==> run_1/clock_nets.png <==
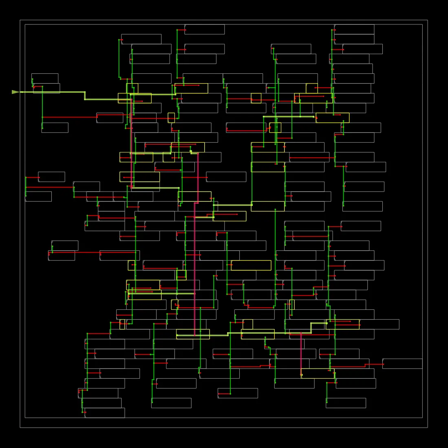
==> run_1/sizing.png <==
Scale bar: 20 µm.
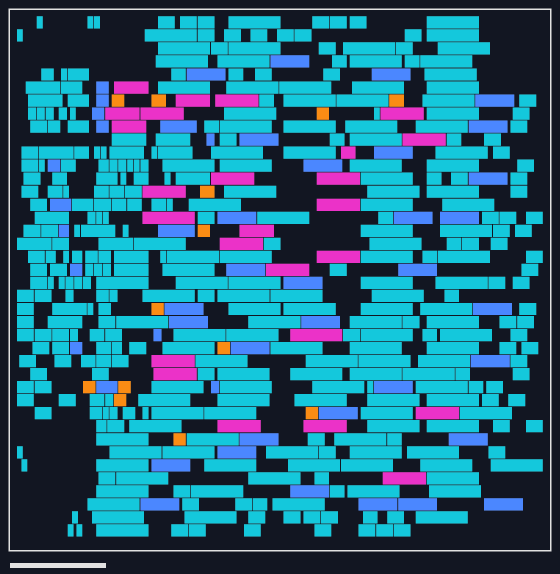
==> run_1/ff_map.png <==
Scale bar: 20 µm. Other sequential cells in the stronger gray, the rest of the logic in the fainter gray.
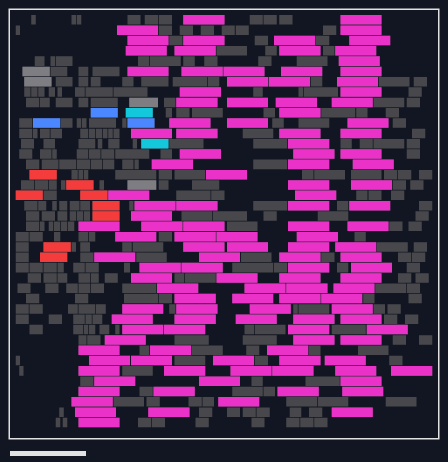
==> run_1/port_trees.png <==
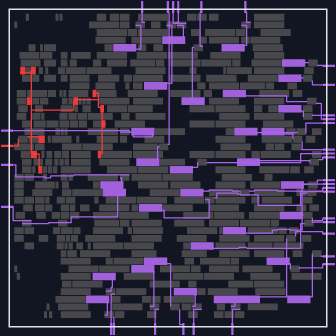
==> src/rtl/instr_encoder_pkg.sv <==
// Shared ISA definitions: opcode constants, field widths and instruction
// format classification. The decoder imports the same package.
package isa_pkg;

  localparam int unsigned OP_W   = 6;
  localparam int unsigned REG_W  = 4;
  localparam int unsigned IMM_W  = 16;
  localparam int unsigned OFF_W  = 26;
  localparam int unsigned MODE_W = 2;

  localparam logic [OP_W-1:0] OP_AND    = 6'h00;
  localparam logic [OP_W-1:0] OP_ADD    = 6'h01;
  localparam logic [OP_W-1:0] OP_SUB    = 6'h02;
  localparam logic [OP_W-1:0] OP_ANDI   = 6'h03;
  localparam logic [OP_W-1:0] OP_ADDI   = 6'h04;
  localparam logic [OP_W-1:0] OP_LW     = 6'h05;
  localparam logic [OP_W-1:0] OP_LW_POI = 6'h06;
  localparam logic [OP_W-1:0] OP_SW     = 6'h07;
  localparam logic [OP_W-1:0] OP_BGT    = 6'h08;
  localparam logic [OP_W-1:0] OP_BLT    = 6'h09;
  localparam logic [OP_W-1:0] OP_BEQ    = 6'h0A;
  localparam logic [OP_W-1:0] OP_BNE    = 6'h0B;
  localparam logic [OP_W-1:0] OP_JMP    = 6'h0C;
  localparam logic [OP_W-1:0] OP_CALL   = 6'h0D;
  localparam logic [OP_W-1:0] OP_RET    = 6'h0E;
  localparam logic [OP_W-1:0] OP_PUSH   = 6'h0F;
  localparam logic [OP_W-1:0] OP_POP    = 6'h10;

  typedef enum logic [1:0] {FMT_R, FMT_I, FMT_J, FMT_S} fmt_t;

  // RET and any unknown opcode classify as J-type; RET's offset zeroing is
  // handled by the packer.
  function automatic fmt_t fmt_of(input logic [OP_W-1:0] op);
    fmt_t f;
    if (op <= OP_SUB)                         f = FMT_R;
    else if (op <= OP_BNE)                    f = FMT_I;
    else if (op == OP_PUSH || op == OP_POP)   f = FMT_S;
    else                                      f = FMT_J;
    return f;
  endfunction

endpackage

==> src/rtl/instr_encoder_fifo.sv <==
// instr_fifo: synchronous DEPTH x W FIFO. Push when full and pop when empty
// are ignored. DEPTH must be a power of two (pointers wrap naturally).
module instr_fifo #(
  parameter int unsigned DEPTH = 4,
  parameter int unsigned W     = 32
) (
  input  logic         clk,
  input  logic         rst,
  input  logic         push,
  input  logic [W-1:0] wdata,
  input  logic         pop,
  output logic [W-1:0] rdata,
  output logic         full,
  output logic         empty
);

  localparam int unsigned AW = $clog2(DEPTH);
  localparam logic [AW:0] FULL_CNT = (AW+1)'(DEPTH);

  logic [W-1:0]  mem [DEPTH];
  logic [AW-1:0] wr_ptr;
  logic [AW-1:0] rd_ptr;
  logic [AW:0]   count;
  logic          do_push;
  logic          do_pop;

  assign full    = (count == FULL_CNT);
  assign empty   = (count == '0);
  assign do_push = push && !full;
  assign do_pop  = pop && !empty;
  assign rdata   = mem[rd_ptr];

  // Storage write; contents need no reset since count gates visibility.
  always_ff @(posedge clk) begin
    if (do_push) mem[wr_ptr] <= wdata;
  end

  // Pointer and occupancy tracking; reset flushes the FIFO.
  always_ff @(posedge clk) begin
    if (rst) begin
      wr_ptr <= '0;
      rd_ptr <= '0;
      count  <= '0;
    end else begin
      if (do_push) wr_ptr <= wr_ptr + AW'(1);
      if (do_pop)  rd_ptr <= rd_ptr + AW'(1);
      case ({do_push, do_pop})
        2'b10:   count <= count + (AW+1)'(1);
        2'b01:   count <= count - (AW+1)'(1);
        default: count <= count;
      endcase
    end
  end

endmodule

==> src/rtl/instr_encoder.sv <==
// instr_encoder: packs decoded instruction fields into 32-bit words, buffers
// them in instr_fifo and writes them to instruction memory at sequential
// addresses under mem_ready backpressure.
// Optional macro ENC_OPCODE_CHECK_EN: drop opcodes above POP and report them
// on err_illegal / err_count; otherwise unknown opcodes are packed raw.
module instr_encoder
  import isa_pkg::*;
#(
  parameter int unsigned        DEPTH     = 4,
  parameter int unsigned        ADDR_W    = 8,
  parameter logic [ADDR_W-1:0]  BASE_ADDR = '0
) (
  input  logic              clk,
  input  logic              rst,
  input  logic              in_valid,
  output logic              in_ready,
  input  logic [5:0]        in_opcode,
  input  logic [3:0]        in_rd,
  input  logic [3:0]        in_rs1,
  input  logic [3:0]        in_rs2,
  input  logic [15:0]       in_imm,
  input  logic [1:0]        in_mode,
  input  logic [25:0]       in_offset,
  input  logic              addr_clr,
  output logic              mem_we,
  output logic [ADDR_W-1:0] mem_addr,
  output logic [31:0]       mem_wdata,
  input  logic              mem_ready,
  output logic              busy,
  output logic              err_illegal,
  output logic [7:0]        err_count
);

  logic        fifo_full;
  logic        fifo_empty;
  logic        accept;
  logic        push;
  logic        pop;
  logic [31:0] word;

  assign in_ready = !fifo_full;
  assign mem_we   = !fifo_empty;
  assign busy     = !fifo_empty;
  assign accept   = in_valid && in_ready;
  assign pop      = mem_we && mem_ready;

  // Field packing by format; unused bits are zero.
  always_comb begin
    word = '0;
    case (fmt_of(in_opcode))
      FMT_R:   word = {in_opcode, in_rd, in_rs1, in_rs2, 14'b0};
      FMT_I:   word = {in_opcode, in_rd, in_rs1, in_imm, in_mode};
      FMT_S:   word = {in_opcode, in_rd, 22'b0};
      default: word = (in_opcode == OP_RET) ? {in_opcode, 26'b0}
                                            : {in_opcode, in_offset};
    endcase
  end

`ifdef ENC_OPCODE_CHECK_EN
  logic illegal;
  assign illegal = (in_opcode > OP_POP);
  assign push    = accept && !illegal;

  // Illegal-opcode pulse and saturating count, updated on the accepting edge.
  always_ff @(posedge clk) begin
    if (rst) begin
      err_illegal <= 1'b0;
      err_count   <= '0;
    end else begin
      err_illegal <= accept && illegal;
      if (accept && illegal && err_count != 8'hFF) err_count <= err_count + 8'd1;
    end
  end
`else
  assign push        = accept;
  assign err_illegal = 1'b0;
  assign err_count   = '0;
`endif

  // Write address counter; addr_clr overrides the pop increment.
  always_ff @(posedge clk) begin
    if (rst || addr_clr) mem_addr <= BASE_ADDR;
    else if (pop)        mem_addr <= mem_addr + ADDR_W'(1);
  end

  instr_fifo #(
    .DEPTH (DEPTH),
    .W     (32)
  ) u_fifo (
    .clk   (clk),
    .rst   (rst),
    .push  (push),
    .wdata (word),
    .pop   (pop),
    .rdata (mem_wdata),
    .full  (fifo_full),
    .empty (fifo_empty)
  );

endmodule

==> config.mk <==
export PLATFORM = sky130hd
export DESIGN_NAME = instr_encoder
export DESIGN_NICKNAME = d
export VERILOG_FILES = /design/src/rtl/instr_encoder_pkg.sv /design/src/rtl/instr_encoder_fifo.sv /design/src/rtl/instr_encoder.sv
export SDC_FILE = /design/constraint.sdc
export NUM_CORES = 1
export LEC_CHECK = 0
export CAP_MARGIN = 20
export CORE_UTILIZATION = 48
export CTS_CLUSTER_DIAMETER = 80
export DETAILED_ROUTE_END_ITERATION = 8
export PLACE_DENSITY = 0.75
export SKIP_LAST_GASP = 1
export SYNTH_ARGS = -nofsm -noshare
export SYNTH_HDL_FRONTEND = slang
export SYNTH_SLANG_ARGS = --single-unit
==> constraint.sdc <==
create_clock -name clk -period 2.7 [get_ports clk]
set_input_delay 0.405 -clock clk [delete_from_list [all_inputs] [get_ports clk]]
set_output_delay 0.405 -clock clk [all_outputs]
set_load 0.005 [all_outputs]
==> flow report, run 1 <==
========================================================================================
Status                                                                      finished, final reports clean
Cell at the root of the clock tree                                          sky130_fd_sc_hd__clkbuf_16
Die W                                                                             113 µm
Crit path DAT                                                                    2020 ps
Post-detailed-route DRC marker count                                                   0
Gr usage total                                                                     19.8%
Chip height                                                                       113 µm
Routed wirelength normalized by instance count                                   19.9 µm
Post-synthesis register bit count                                                    145
Per-instance average area after synthesis                                       18.6 µm²
Slew at the pin closest to its max-slew limit                                     680 ps
Overall power of the completed layout                                            6.69 mW
Post-CTS Setup Inserts                                                                 0
Placement Rows                                                                        40
Number of enable flip-flop cells                                                     128
Max incr delay on CP                                                              550 ps
Post-synth area hogs                                                        sky130_fd_sc_hd__edfxtp_1, sky130_fd_sc_hd__mux4_2, sky130_fd_sc_hd__dfxtp_1
Global-route wire length before repair                                          18500 µm
Detailed placer's ending HPWL                                                    7420 µm
Clock-pin transition on the worst setup and hold timing paths                      60 ps
Final antenna diode count                                                              0
Fin util                                                                           64.9%
Chip Area, Yosys                                                                5890 µm²
Most numerous cell in the Yosys netlist                                     sky130_fd_sc_hd__edfxtp_1
Number of gates resized after cts                                                      0
Timing-limited maximum frequency                                               0.412 GHz
Clock tree from TritonCTS                                                            yes
Final Cycle Share                                                                  90.0%
Cells after Synth                                                                    317
CP required                                                                      2300 ps
Total of warnings raised by yosys                                                      0
Drt first-iter violations                                                            205
Ranking of synthesized cells by instance count                              sky130_fd_sc_hd__edfxtp_1, sky130_fd_sc_hd__mux4_2, sky130_fd_sc_hd__a22o_1
OpenROAD warning count                                                                29
Minimum clock period                                                             2430 ps
Bufs on Longest Clock Path                                                             2
Number of input and output port buffers inserted                                     109
Primary flip-flop cell chosen by synthesis mapping                          sky130_fd_sc_hd__edfxtp_1
Weighted congestion reported at the end of routability-driven placement            0.701
Class of the tightest hold or removal check                                   reg -> reg
Power Dens Cells                                                              862 nW/µm²
Hold Fails Final Rpt                                                                   0
Number of different library cells in the post-synthesis netlist                       39
Slowest cell on the critical path                                           sky130_fd_sc_hd__mux4_2
Total cells reported by yosys after synthesis                                        317
Number of max-slew violations in the final report                                      0
Number of antenna violations at the first check in global routing                      0
Post-Route WL                                                                   11900 µm
Kind of start point of the critical path                                       flip-flop
Dominant cell area share                                                           65.3%
Number of global-route vias before repair                                           3560
Smallest hold slack                                                               480 ps
Worst slew margin relative to its limit                                            54.4%
Sort of element at the end of the critical path                              output port
Maximum level of the CTS H-tree                                                        4
Number of search-and-repair iterations in the first detailed-routing pass              4
Count of endpoints failing setup in the final report                                   0
Post-synthesis async set-or-reset flop share                                          0%
Hold-fix buffers at CTS                                                                0
Critical Path Fanout Max                                                              11
GR Overflow Total                                                                      0
Most area-hungry cell type in the Yosys netlist                             sky130_fd_sc_hd__edfxtp_1
Number of primary I/O pins                                                           119
Area of the mapped netlist                                                      5890 µm²
Area of the placeable core                                                     12000 µm²
Ordered cell list for the critical path                                     buf_4 -> mux4_2 -> clkdlybuf4s50_1
Category of the most critical setup path                                      reg -> out
Detailed-route via count                                                            3413
Nets@finish                                                                          513
Final standard cell count with taps included and fillers excluded                    599
Fraction of layout cells with a size suffix above 1                                18.8%
Antenna Violating Nets Remaining                                                       0
Layout filler cell count                                                             835
Aggregate negative setup slack                                                      0 ps
Dpl cells                                                                            567
Number of max-cap violations                                                           0
Unrepaired setup endpoints after global routing                                    false
Count of clock tree sinks                                                            145
Largest net degree at the start of global routing                                     33
Vias per inst                                                                       5.70
========================================================================================
## Picture notes: clock_nets.png
total number of sequential cells: 145
Fin Clk Skew: 8.05 ps
number of buffers added by the clock tree synthesis step: 17
Late-Pin Clk Latency: 400 ps
total of clock buffers placed in the layout: 17

## Picture notes: sizing.png
x6 and larger -> magenta  # cells 25, share 5.5%, most used clkbuf_16
x2 -> blue  # cells 47, share 10%, most used mux4_2
x1 and smaller -> cyan  # cells 367, share 81%, most used edfxtp_1
x3 and x4 -> orange  # cells 13, share 2.9%, most used buf_4
P&R area growth vs syn: 31.8%
Final WS setup: 271 ps
buffers outside the clock class: 121

## Picture notes: ff_map.png
mem_addr -> red  # sequential cells 8, where left middle
u_fifo.count -> blue  # sequential cells 3
u_fifo.mem -> magenta  # sequential cells 128
u_fifo.rd_ptr -> cyan  # sequential cells 2

## Picture notes: port_trees.png
rst -> red  # bits 1, direction input, end cells 11, buffers 1, wire 106 µm
mem_wdata -> purple  # bits 32, direction output, end cells 32, buffers 32, wire 909 µm

run 1: sequential cells by signal, summed over array words and instances, names as in the netlist, named ones only:
register       flops
mem_addr           8
u_fifo.count       3
u_fifo.mem       128
u_fifo.rd_ptr      2
u_fifo.wr_ptr      2
run 1: layout by cell type (no fill, tap or decap), types with 4 or more instances in the layout:
| master | instances |
|---|---|
| sky130_fd_sc_hd__xor2_1 | 4 |
| sky130_fd_sc_hd__nand2_1 | 7 |
| sky130_fd_sc_hd__inv_1 | 6 |
| sky130_fd_sc_hd__nor4b_1 | 4 |
| sky130_fd_sc_hd__buf_4 | 7 |
| sky130_fd_sc_hd__edfxtp_1 | 128 |
| sky130_fd_sc_hd__ha_1 | 6 |
| sky130_fd_sc_hd__a221o_1 | 4 |
| sky130_fd_sc_hd__buf_12 | 5 |
| sky130_fd_sc_hd__nor2_1 | 9 |
| sky130_fd_sc_hd__a21oi_1 | 10 |
| sky130_fd_sc_hd__clkdlybuf4s50_1 | 109 |
| sky130_fd_sc_hd__a22o_1 | 22 |
| sky130_fd_sc_hd__mux4_2 | 32 |
| sky130_fd_sc_hd__and3_2 | 4 |
| sky130_fd_sc_hd__nand3_1 | 6 |
| sky130_fd_sc_hd__conb_1 | 9 |
| sky130_fd_sc_hd__dfxtp_1 | 15 |
| sky130_fd_sc_hd__clkbuf_16 | 17 |
run 1: critical path, delay by kind of cell (launching register included):
family / cells / cell delay (ps)
flip-flops: 1 / 350
multiplexers: 1 / 550
buffers and inverters: 2 / 730
run 1: through the flow:
step           worst slack [ps]  instance area, µm²
2_1_floorplan               537                5920
3_3_place_gp                211                7190
3_5_place_dp                104                7190
4_1_cts                     226                7760
5_1_grt                     147                7760
6_report                    271                7760
run 1: routing by layer:
layer,global-route usage (%),vias up,wire length (µm)
met5,0,-,0
met4,5.87,0,103
met3,5.84,10,745
met2,32.2,129,5900
met1,26.0,1743,5160
li1,-,1531,-
run 1: logic make-up (layout without fill, tap and decap cells):
group / count (synthesis) / in the layout / synth area share (%)
DFF: 145 / 145 / 71.1
AOI/OAI and AO/OA: 50 / 50 / 6.74
and+or+nand+nor: 43 / 43 / 4.10
other: 1 / 9 / 0.0637
adders and majority gates: 7 / 7 / 1.62
muxes: 33 / 33 / 12.4
xor gates and xnor gates: 6 / 6 / 0.893
buffers and inverters: 32 / 159 / 3.10
run 1: where the power goes:
group | total (mW) | internal [mW] | switching (mW)
clock | 2.21 | 1.35 | 0.858
sequential | 2.78 | 2.69 | 0.0978
combinational | 1.70 | 1.02 | 0.681
run 1: final cells by class:
type                            count  area [µm²]  share of cell area, %
Clock buffer                       17         425                   5.48
Clock inverter                     15         144                   1.85
Inverter                            6        22.5                  0.290
Multi-Input combinational cell    148        1560                   20.0
Sequential cell                   145        4190                   53.9
Tap cell                          147         184                   2.37
Timing Repair Buffer              121        1240                   16.0
run 1: final timing paths:
path | startpoint | endpoint | slack, ps | depth (start not counted)
max | flip-flop | mem_wdata[1] | 270 | 3
max reg2reg | u_fifo.count[2] | u_fifo.count[2] | 350 | 8
min reg2reg | mem_addr[7] | mem_addr[7] | 480 | 2
min | mem_addr[7] | mem_addr[7] | 480 | 2
==> run_1/layers.png <==
Scale bar: 20 µm.
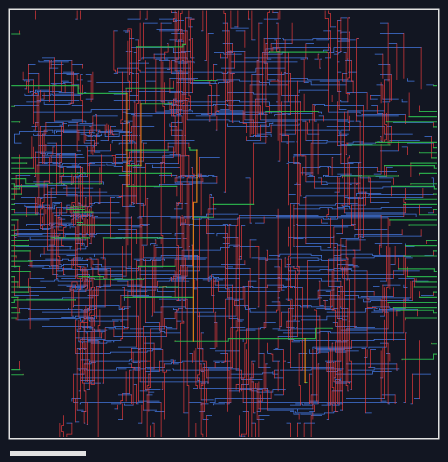

## Run 2: what changed since run 1
Clock period 2.7 ns to 2.6 ns, I/O delays scaled along.
==> run_2/layers.png <==
Scale bar: 20 µm.
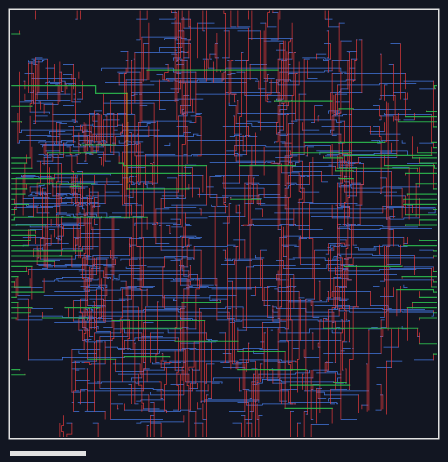
M2 -> red  # wire length 5630 µm
M1 -> blue  # wire length 4950 µm
M4 -> orange  # wire length 25.2 µm
M3 -> green  # wire length 935 µm

==> run_2/clock_nets.png <==
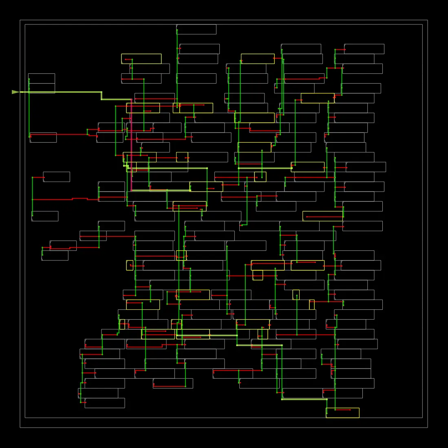
Clock Power: 2.39 mW
count of clock tree sinks: 145
Fin Clk Skew: 7.66 ps
total of clock buffers placed in the layout: 18

==> run 2 against run 1 <==
  * Via count fell by 2.5%
  * First-iteration DRC count rose by 11%
  * Sequential cell count did not move
  * Total power rose by 5.1%
  * Clock skew barely moved
  * Critical path type unchanged
  * Critical endpoint is now mem_wdata[28]
  * Largest cell class unchanged
  * Largest power group unchanged
==> flow report, run 2 <==
========================================================================================
Number of global-route vias before repair                                           3380   -5.1%
Synth Area in XOR/XNOR                                                            0.893%   unchanged
Routed wire length on met2                                                       5630 µm   -4.6%
Critical path buffers and inverters                                                    2   unchanged
Antenna Violating Nets Remaining                                                       0   unchanged
Primary flip-flop cell chosen by synthesis mapping                          sky130_fd_sc_hd__edfxtp_1
Worst reg-to-reg setup slack                                                      230 ps   -120 ps
Final Cycle Share                                                                  94.4%
Switching Share                                                                    24.0%   -0.50 points
OpenROAD warning count                                                                29   unchanged
Count of endpoints failing setup in the final report                                   0   unchanged
Synthesized-area fraction occupied by and/or/nand/nor cells                        4.10%   unchanged
Timing-limited maximum frequency                                               0.408 GHz
Registers with the most flip-flops                                          u_fifo.mem x128, mem_addr x8, u_fifo.count x3
Class of the tightest hold or removal check                                   reg -> reg
Post-synthesis register bit count                                                    145   unchanged
Clock tree from TritonCTS                                                            yes
Hold-fix buffers at CTS                                                                0   unchanged
Number of search-and-repair iterations in the first detailed-routing pass              4   unchanged
CP required                                                                      2210 ps   -90 ps
Area of the placeable core                                                     12000 µm²   unchanged
Cells after Synth                                                                    317   unchanged
Gr usage total                                                                     19.2%   -0.57 points
Status                                                                      finished, final reports clean
Maximum level of the CTS H-tree                                                        4   unchanged
Number of enable flip-flop cells                                                     128   unchanged
Number of max-cap violations                                                           0   unchanged
Post-CTS Setup Inserts                                                                 0   unchanged
Mux area share                                                                     12.4%   unchanged
Total of warnings raised by yosys                                                      0   unchanged
Ordered cell list for the critical path                                     buf_12 -> mux4_2 -> clkdlybuf4s50_1
Bufs on Longest Clock Path                                                             2   unchanged
Global-route wire length before repair                                          17700 µm   -4.1%
Post-synthesis compound-gate area fraction                                         6.74%   unchanged
Die W                                                                             113 µm   unchanged
Number of gates resized after cts                                                      0   unchanged
Detailed-route wire length on metal 1                                            4950 µm   -4.2%
Most numerous logic cells after layout                                      sky130_fd_sc_hd__edfxtp_1, sky130_fd_sc_hd__clkdlybuf4s50_1, sky130_fd_sc_hd__mux4_2, sky130_fd_sc_hd__a22o_1, sky130_fd_sc_hd__clkbuf_16
Late-Pin Clk Latency                                                              400 ps   about the same
Number of antenna violations at the first check in global routing                      0   unchanged
Post-detailed-route DRC marker count                                                   0   unchanged
Total cells reported by yosys after synthesis                                        317   unchanged
Drt first-iter violations                                                            228   +11%
Final WS setup                                                                    146 ps   -125 ps
Worst slew margin relative to its limit                                            58.8%   +4.4 points
Area of the mapped netlist                                                      5890 µm²   unchanged
Crit path max-delay family                                                  buffers and inverters
Number of buffers added by the clock tree synthesis step                              17   unchanged
Chip height                                                                       113 µm   unchanged
Post-Route WL                                                                   11500 µm   -3.2%
Worst setup path endpoint                                                   mem_wdata[28]
Worst hold path stage count                                                            2   unchanged
Aggregate negative setup slack                                                      0 ps   unchanged
Most area-hungry cell type in the Yosys netlist                             sky130_fd_sc_hd__edfxtp_1
Most common library cell in the layout ignoring fill and taps               sky130_fd_sc_hd__edfxtp_1
Critical Path Fanout Max                                                              32   +21
Sort of element at the end of the critical path                              output port
Chip Area, Yosys                                                                5890 µm²   unchanged
GR Overflow Total                                                                      0   unchanged
Routed wirelength normalized by instance count                                   19.3 µm   -3.2%
Detailed-route via count                                                            3328   -2.5%
Category of the most critical setup path                                      reg -> out
Minimum clock period                                                             2450 ps
Power Dens Cells                                                              902 nW/µm²   +4.7%
Fraction of layout cells with a size suffix above 1                                19.0%   +0.22 points
Register name with the most flops                                             u_fifo.mem
Internal Dissipation                                                             5.35 mW   +5.8%
Ranking of synthesized cells by instance count                              sky130_fd_sc_hd__edfxtp_1, sky130_fd_sc_hd__mux4_2, sky130_fd_sc_hd__a22o_1
Number of flip-flops in the largest register                                         128   unchanged
Placement Rows                                                                        40   unchanged
Placement-stage worst setup slack                                                 104 ps   -0.324 ps
Top non-seq family                                                          multiplexers
Hold Fails Final Rpt                                                                   0   unchanged
Adder Area Share                                                                   1.62%   unchanged
========================================================================================
[run 2: cell counts after synthesis]
Identical to the previous run, type by type.
[run 2: stage by stage]
stage          total power [mW]  utilization (%)  std cells
2_1_floorplan              3.86                -        325
3_3_place_gp               4.68             60.2        567
3_5_place_dp               4.71             60.2        567
4_1_cts                    7.12             65.2        599
5_1_grt                    7.33             65.2        599
6_report                   7.03             65.2        599
[run 2: how the worst min path moves through the flow]
stage / to / slack, ps / start
final: mem_addr[7] / 490 / mem_addr[7]
after global routing: mem_addr[7] / 510 / mem_addr[7]
after CTS: mem_addr[7] / 480 / mem_addr[7]
after detailed placement: mem_addr[7] / 470 / mem_addr[7]
after global placement: mem_addr[7] / 460 / mem_addr[7]
after floorplan: mem_addr[7] / 460 / mem_addr[7]
[run 2: cell type report]
| class | count | area, µm² | share of cell area [%] |
|---|---|---|---|
| sequential | 145 | 4190 | 53.7 |
| multi-input combinational | 148 | 1560 | 19.9 |
| timing repair buffer | 121 | 1260 | 16.1 |
| clock buffer | 18 | 429 | 5.50 |
| tap | 147 | 184 | 2.36 |
| clock inverter | 14 | 164 | 2.10 |
| inverter | 6 | 22.5 | 0.289 |
[run 2: worst register-to-register path, delay by kind of cell (launching register included)]
kind,cells,cell delay (ps)
simple gates,3,950
fa+ha+maj,2,560
flops,1,430
xor+xnor,1,160
compound gates,1,140
buf+inv,1,60
[run 2: logic make-up after synthesis]
group / after synthesis
XOR/XNOR: 6
AND-OR/OR-AND: 50
AND/OR/NAND/NOR: 43
buffers and inverters: 32
flip-flops: 145
other: 1
adder cells (fa/ha/maj): 7
multiplexers: 33
[run 2: power groups by stage]
stage | sequential (mW) | clock [mW] | combinational [mW]
3_5_place_dp | 2.93 | 0 | 1.78
5_1_grt | 2.91 | 2.53 | 1.89
3_3_place_gp | 2.92 | 0 | 1.76
2_1_floorplan | 2.90 | 0 | 0.960
4_1_cts | 2.89 | 2.43 | 1.79
6_report | 2.89 | 2.39 | 1.75
[run 2: routing by layer]
| layer | global-route usage [%] | vias to the layer above |
|---|---|---|
| met5 | 0 | - |
| met2 | 30.7 | 142 |
| met4 | 6.13 | 0 |
| met1 | 25.4 | 1651 |
| met3 | 6.00 | 2 |
| li1 | - | 1533 |
Power is estimated from default activity; no workload was simulated.
